$ cat config.mk
export PLATFORM = sky130hd
export DESIGN_NAME = rf_access_arbiter
export DESIGN_NICKNAME = d
export VERILOG_FILES = /design/src/rtl/rf_access_arbiter.sv
export SDC_FILE = /design/constraint.sdc
export NUM_CORES = 1
export LEC_CHECK = 0
export ABC_AREA = 1
export CORE_ASPECT_RATIO = 0.9
export CORE_MARGIN = 2
export CORE_UTILIZATION = 44
export CTS_BUF_LIST = sky130_fd_sc_hd__clkbuf_8 sky130_fd_sc_hd__clkbuf_16
export DETAILED_ROUTE_END_ITERATION = 16
export PLACE_DENSITY = 0.81
export RECOVER_POWER = 100
export SYNTH_ARGS = -nofsm -noshare
export SYNTH_HDL_FRONTEND = slang
export SYNTH_SLANG_ARGS = --single-unit
$ cat constraint.sdc
create_clock -name clk -period 1.9 [get_ports clk]
set_input_delay 0.38 -clock clk [delete_from_list [all_inputs] [get_ports clk]]
set_output_delay 0.38 -clock clk [all_outputs]
set_load 0.05 [all_outputs]
$ cat src/rtl/rf_access_arbiter.sv
// Two-requester round-robin arbiter in front of a single register-file port.
// Each accepted access runs IDLE -> ACCESS -> RESP, with a timeout watchdog on the RF handshake.
module rf_access_arbiter #(
    parameter int HMC_RF_AWIDTH  = 4,
    parameter int HMC_RF_RWIDTH  = 64,
    parameter int HMC_RF_WWIDTH  = 64,
    parameter int TIMEOUT_CYCLES = 32
) (
    input  logic                     clk,
    input  logic                     rst,

    input  logic                     req0_valid,
    output logic                     req0_ready,
    input  logic                     req0_write,
    input  logic [HMC_RF_AWIDTH-1:0] req0_addr,
    input  logic [HMC_RF_WWIDTH-1:0] req0_wdata,

    input  logic                     req1_valid,
    output logic                     req1_ready,
    input  logic                     req1_write,
    input  logic [HMC_RF_AWIDTH-1:0] req1_addr,
    input  logic [HMC_RF_WWIDTH-1:0] req1_wdata,

    output logic                     rsp0_valid,
    output logic [HMC_RF_RWIDTH-1:0] rsp0_rdata,
    output logic [1:0]               rsp0_status,

    output logic                     rsp1_valid,
    output logic [HMC_RF_RWIDTH-1:0] rsp1_rdata,
    output logic [1:0]               rsp1_status,

    output logic [HMC_RF_AWIDTH-1:0] rf_address,
    output logic [HMC_RF_WWIDTH-1:0] rf_write_data,
    output logic                     rf_read_en,
    output logic                     rf_write_en,
    input  logic [HMC_RF_RWIDTH-1:0] rf_read_data,
    input  logic                     rf_access_complete,
    input  logic                     rf_invalid_address,

    output logic                     busy
);

    localparam int                CNT_W    = $clog2(TIMEOUT_CYCLES) + 1;
    localparam logic [CNT_W-1:0]  CNT_LAST = CNT_W'(TIMEOUT_CYCLES - 1);

    localparam logic [1:0] STATUS_OK       = 2'b00;
    localparam logic [1:0] STATUS_BAD_ADDR = 2'b01;
    localparam logic [1:0] STATUS_TIMEOUT  = 2'b10;

    typedef enum logic [1:0] {
        ST_IDLE   = 2'd0,
        ST_ACCESS = 2'd1,
        ST_RESP   = 2'd2
    } state_e;

    state_e                   state_q, state_d;
    logic                     rr_ptr_q, rr_ptr_d;
    logic                     owner_q, owner_d;
    logic                     write_q, write_d;
    logic [HMC_RF_AWIDTH-1:0] addr_q, addr_d;
    logic [HMC_RF_WWIDTH-1:0] wdata_q, wdata_d;
    logic                     rd_en_q, rd_en_d;
    logic                     wr_en_q, wr_en_d;
    logic [CNT_W-1:0]         cnt_q, cnt_d;
    logic [1:0]               rsp_valid_q, rsp_valid_d;
    logic [HMC_RF_RWIDTH-1:0] rsp_rdata_q  [2];
    logic [HMC_RF_RWIDTH-1:0] rsp_rdata_d  [2];
    logic [1:0]               rsp_status_q [2];
    logic [1:0]               rsp_status_d [2];

    logic                     any_valid;
    logic                     grant_id;
    logic                     accept;
    logic                     sel_write;
    logic [HMC_RF_AWIDTH-1:0] sel_addr;
    logic [HMC_RF_WWIDTH-1:0] sel_wdata;

    // The pointer only matters under contention; a lone requester always wins.
    assign any_valid = req0_valid | req1_valid;
    assign grant_id  = (req0_valid && req1_valid) ? rr_ptr_q : req1_valid;
    assign accept    = !rst && (state_q == ST_IDLE) && any_valid;

    assign req0_ready = accept && !grant_id;
    assign req1_ready = accept &&  grant_id;

    assign sel_write = grant_id ? req1_write : req0_write;
    assign sel_addr  = grant_id ? req1_addr  : req0_addr;
    assign sel_wdata = grant_id ? req1_wdata : req0_wdata;

    always_comb begin
        // NOTE: every _d starts from its _q so no path through the case leaves a latch.
        state_d      = state_q;
        rr_ptr_d     = rr_ptr_q;
        owner_d      = owner_q;
        write_d      = write_q;
        addr_d       = addr_q;
        wdata_d      = wdata_q;
        rd_en_d      = rd_en_q;
        wr_en_d      = wr_en_q;
        cnt_d        = cnt_q;
        rsp_valid_d  = '0;
        rsp_rdata_d  = rsp_rdata_q;
        rsp_status_d = rsp_status_q;

        case (state_q)
            ST_IDLE: begin
                if (any_valid) begin
                    owner_d  = grant_id;
                    rr_ptr_d = ~grant_id;
                    write_d  = sel_write;
                    addr_d   = sel_addr;
                    wdata_d  = sel_wdata;
                    rd_en_d  = !sel_write;
                    wr_en_d  = sel_write;
                    cnt_d    = '0;
                    state_d  = ST_ACCESS;
                end
            end

            ST_ACCESS: begin
                // Completion is checked first so a completion on the last allowed cycle wins.
                if (rf_access_complete) begin
                    rd_en_d                = 1'b0;
                    wr_en_d                = 1'b0;
                    rsp_valid_d[owner_q]   = 1'b1;
                    rsp_rdata_d[owner_q]   = write_q ? '0 : rf_read_data;
                    rsp_status_d[owner_q]  = rf_invalid_address ? STATUS_BAD_ADDR : STATUS_OK;
                    state_d                = ST_RESP;
                end else if (cnt_q == CNT_LAST) begin
                    rd_en_d                = 1'b0;
                    wr_en_d                = 1'b0;
                    rsp_valid_d[owner_q]   = 1'b1;
                    rsp_rdata_d[owner_q]   = '0;
                    rsp_status_d[owner_q]  = STATUS_TIMEOUT;
                    state_d                = ST_RESP;
                end else begin
                    cnt_d = cnt_q + 1'b1;
                end
            end

            ST_RESP: begin
                state_d = ST_IDLE;
            end

            default: begin
                state_d = ST_IDLE;
                rd_en_d = 1'b0;
                wr_en_d = 1'b0;
            end
        endcase
    end

    always_ff @(posedge clk) begin
        // NOTE: response data registers are reset too, since they drive outputs that must read 0 after reset.
        if (rst) begin
            state_q         <= ST_IDLE;
            rr_ptr_q        <= 1'b0;
            owner_q         <= 1'b0;
            write_q         <= 1'b0;
            addr_q          <= '0;
            wdata_q         <= '0;
            rd_en_q         <= 1'b0;
            wr_en_q         <= 1'b0;
            cnt_q           <= '0;
            rsp_valid_q     <= '0;
            rsp_rdata_q[0]  <= '0;
            rsp_rdata_q[1]  <= '0;
            rsp_status_q[0] <= '0;
            rsp_status_q[1] <= '0;
        end else begin
            // NOTE: non-blocking assignments keep every register sampling pre-edge values.
            state_q      <= state_d;
            rr_ptr_q     <= rr_ptr_d;
            owner_q      <= owner_d;
            write_q      <= write_d;
            addr_q       <= addr_d;
            wdata_q      <= wdata_d;
            rd_en_q      <= rd_en_d;
            wr_en_q      <= wr_en_d;
            cnt_q        <= cnt_d;
            rsp_valid_q  <= rsp_valid_d;
            rsp_rdata_q  <= rsp_rdata_d;
            rsp_status_q <= rsp_status_d;
        end
    end

    assign rf_address    = addr_q;
    assign rf_write_data = wdata_q;
    assign rf_read_en    = rd_en_q;
    assign rf_write_en   = wr_en_q;
    assign busy          = (state_q != ST_IDLE);

    assign rsp0_valid  = rsp_valid_q[0];
    assign rsp1_valid  = rsp_valid_q[1];
    assign rsp0_rdata  = rsp_rdata_q[0];
    assign rsp1_rdata  = rsp_rdata_q[1];
    assign rsp0_status = rsp_status_q[0];
    assign rsp1_status = rsp_status_q[1];

    a_one_strobe: assert property (@(posedge clk) disable iff (rst)
        !(rf_read_en && rf_write_en));
    a_one_ready: assert property (@(posedge clk) disable iff (rst)
        !(req0_ready && req1_ready));

endmodule

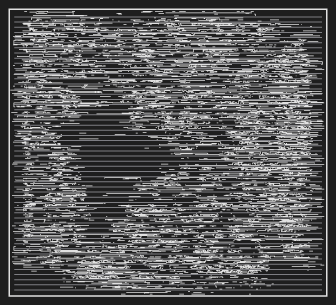
m1.png
Supply wires on this layer in grey.
main direction: horizontal
wire length on this layer: 15200 um
longest straight run: 45.5 um
nets with wire on the layer: 2038

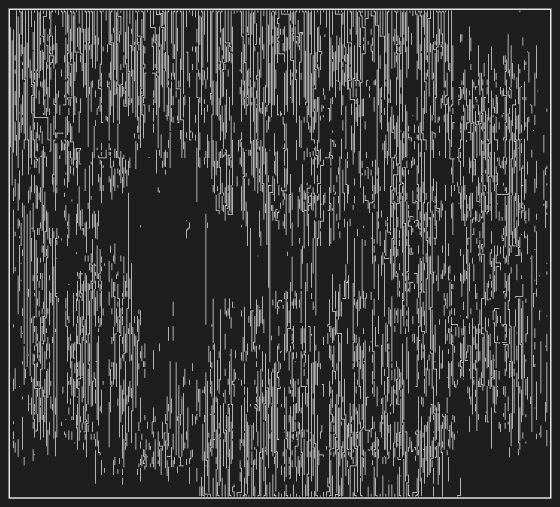
m2.png
wire length on this layer: 17900 um
main direction: vertical
longest straight run: 54.4 um
nets with wire on the layer: 1773

==> flow_summary.json <==
{
  "r2r_setup_slack_ps": 0,
  "clkbuf_count": 32,
  "clk-power_mw": 4.83,
  "via_per_inst": 5.086,
  "ant_nets": 0,
  "die_x_um": 166.8,
  "grt_max_degree": 70,
  "cap_violations": 0,
  "first_pass_iters": 5,
  "placed_cells": 2322,
  "critPathRequiredTime_ps": 1520,
  "pre_cts_ws_ps": -59.79,
  "area.growth.synth_to_final_pct": 46.11,
  "cts_buffer_depth": 3,
  "p_comb_share_pct": 28.1,
  "io_buffers": 414,
  "syn-num-nets": 1881,
  "vias": 12120,
  "core_area_mm2": 0.02341,
  "n_antenna_cell": 0,
  "grt_pass1_wl_mm": 58.06,
  "critPathKind": "flip-flop to output port",
  "seq_power_share_pct": 36.9,
  "grtUsageMet1_pct": 35.55,
  "peakVddDrop_v": 0.0005977,
  "hold_class": "input pin to flip-flop",
  "clkSinkCount": 215,
  "logic_area_mm2": 0.004975,
  "p_int_mw": 9.045,
  "cp-startpoint": "state_q[0]$_SDFFE_PP0P_",
  "buffers": 480,
  "fp-utilization_pct": 44.85,
  "nFillCells": 2124,
  "cp_common_cell": "nor2_4",
  "use_met3_pct": 6.151,
  "period_used_pct": 105.0,
  "grt_pass1_vias": 11230,
  "max_freq_mhz": 501.2,
  "rsz0062_at_grt": "true",
  "taps": 302,
  "comb_cells": 1165,
  "flop_area_mm2": 0.004313,
  "nets": 2271,
  "antenna_found_initial": 0,
  "path_clk_slew_ps": 60,
  "chipHeight_um": 150.5,
  "ys_chip_area_mm2": 0.01050,
  "bufAreaShareNonClock_pct": 27.22,
  "p_sw_mw": 4.777,
  "period_minus_slack_ps": 1995,
  "slowest_stage": "dfxtp_4",
  "topCellsByArea": "dfxtp_1 41%, nand2_1 19%, nor2_1 10%",
  "flops": 215,
  "num_rows": 53,
  "h-tree-depth": 1,
  "syn_inst": 1672,
  "whs_ps": 421.8,
  "yosysTopAreaCell": "dfxtp_1",
  "utilization_pct": 65.53,
  "switching_share_pct": 34.56,
  "slew_viol_final": 0,
  "power_density_mw_per_mm2": 901.0,
  "wl_per_cell_um": 15.94,
  "critical_path.top_delay_family": "buffers and inverters",
  "drc_errors": 0,
  "tritoncts": "yes",
  "insertion_delay_ps": 520,
  "boundaryPins": 415,
  "worst-path-max-fanout": 3,
  "max_stage_delay_ps": 350,
  "endpoint_kind": "output port",
  "inverters": 176,
  "largest_cell_class": "logic gates",
  "mappedNetlistArea_mm2": 0.01050,
  "clk_share_pct": 5.416,
  "status": "complete, but fails checks",
  "hp-start": "req0_addr[3]",
  "track_usage_pct": 28.22,
  "finalSetupViolCount": 2,
  "final.setup.worst_slack_ps": -95.21,
  "violations": "negative setup slack",
  "final_cell_mix": "527 x nand2_1, 281 x nor2_1, 212 x dfxtp_1",
  "drive_gt1_share_pct": 11.30
}
## worst paths after layout
check / end / depth (start not counted)
max: req1_ready / 7
min: rf_address[3]$_SDFFE_PP0P_ / 3
max reg2reg: owner_q$_SDFFE_PP0P_ / 13
min reg2reg: rsp1_status[1]$_SDFFE_PP0P_ / 2
## what timing repair did
action,4_1_cts,5_1_grt
setup buffers,11,5
resized,85,9
pin swaps,5,4
endpoints found under the setup margin,81,4
hold buffers,0,0
## per-stage QoR
| stage | power (mW) | TNS, ps |
|---|---|---|
| floorplan | 7.640 | 0 |
| global placement | 9.186 | -284.1 |
| global route | 14.38 | -1125 |
| CTS | 14.03 | -122.7 |
| detailed placement | 9.250 | -1346 |
| finish | 13.82 | -131.5 |
## state kept, by name, summed over array words and instances (netlist names)
register	count
rsp0_status	2
rsp_valid_q	2
rsp1_status	2
rf_address	4
owner_q	1
state_q	2
cnt_q	6
rr_ptr_q	1
rf_write_en	1
rf_read_en	1
write_q	1
rsp0_rdata	64
rsp1_rdata	64
rf_write_data	64
## kinds of logic after synthesis
| family | count (synthesis) | share of synthesized area, % |
|---|---|---|
| compound gates | 149 | 8.056 |
| buf+inv | 292 | 11.93 |
| simple gates | 1015 | 38.90 |
| flops | 215 | 41.00 |
| fa+ha+maj | 1 | 0.1192 |
## cell usage after synthesis (all sizes together)
master / count
nand2: 534
o31ai: 2
dfxtp: 215
o21bai: 1
o22ai: 64
buf: 59
a31oi: 5
nor2: 284
nor3: 2
o21ai: 69
ha: 1
clkbuf: 57
nand3: 195
o211ai: 1
inv: 176
a21oi: 7
## metal layers
metal	share of wire, %	up-vias
met5	0	-
met4	4.3	0
met3	8.7	97
met2	47	534
met1	40	5511
li1	-	5974
Power is estimated from default activity; no workload was simulated.
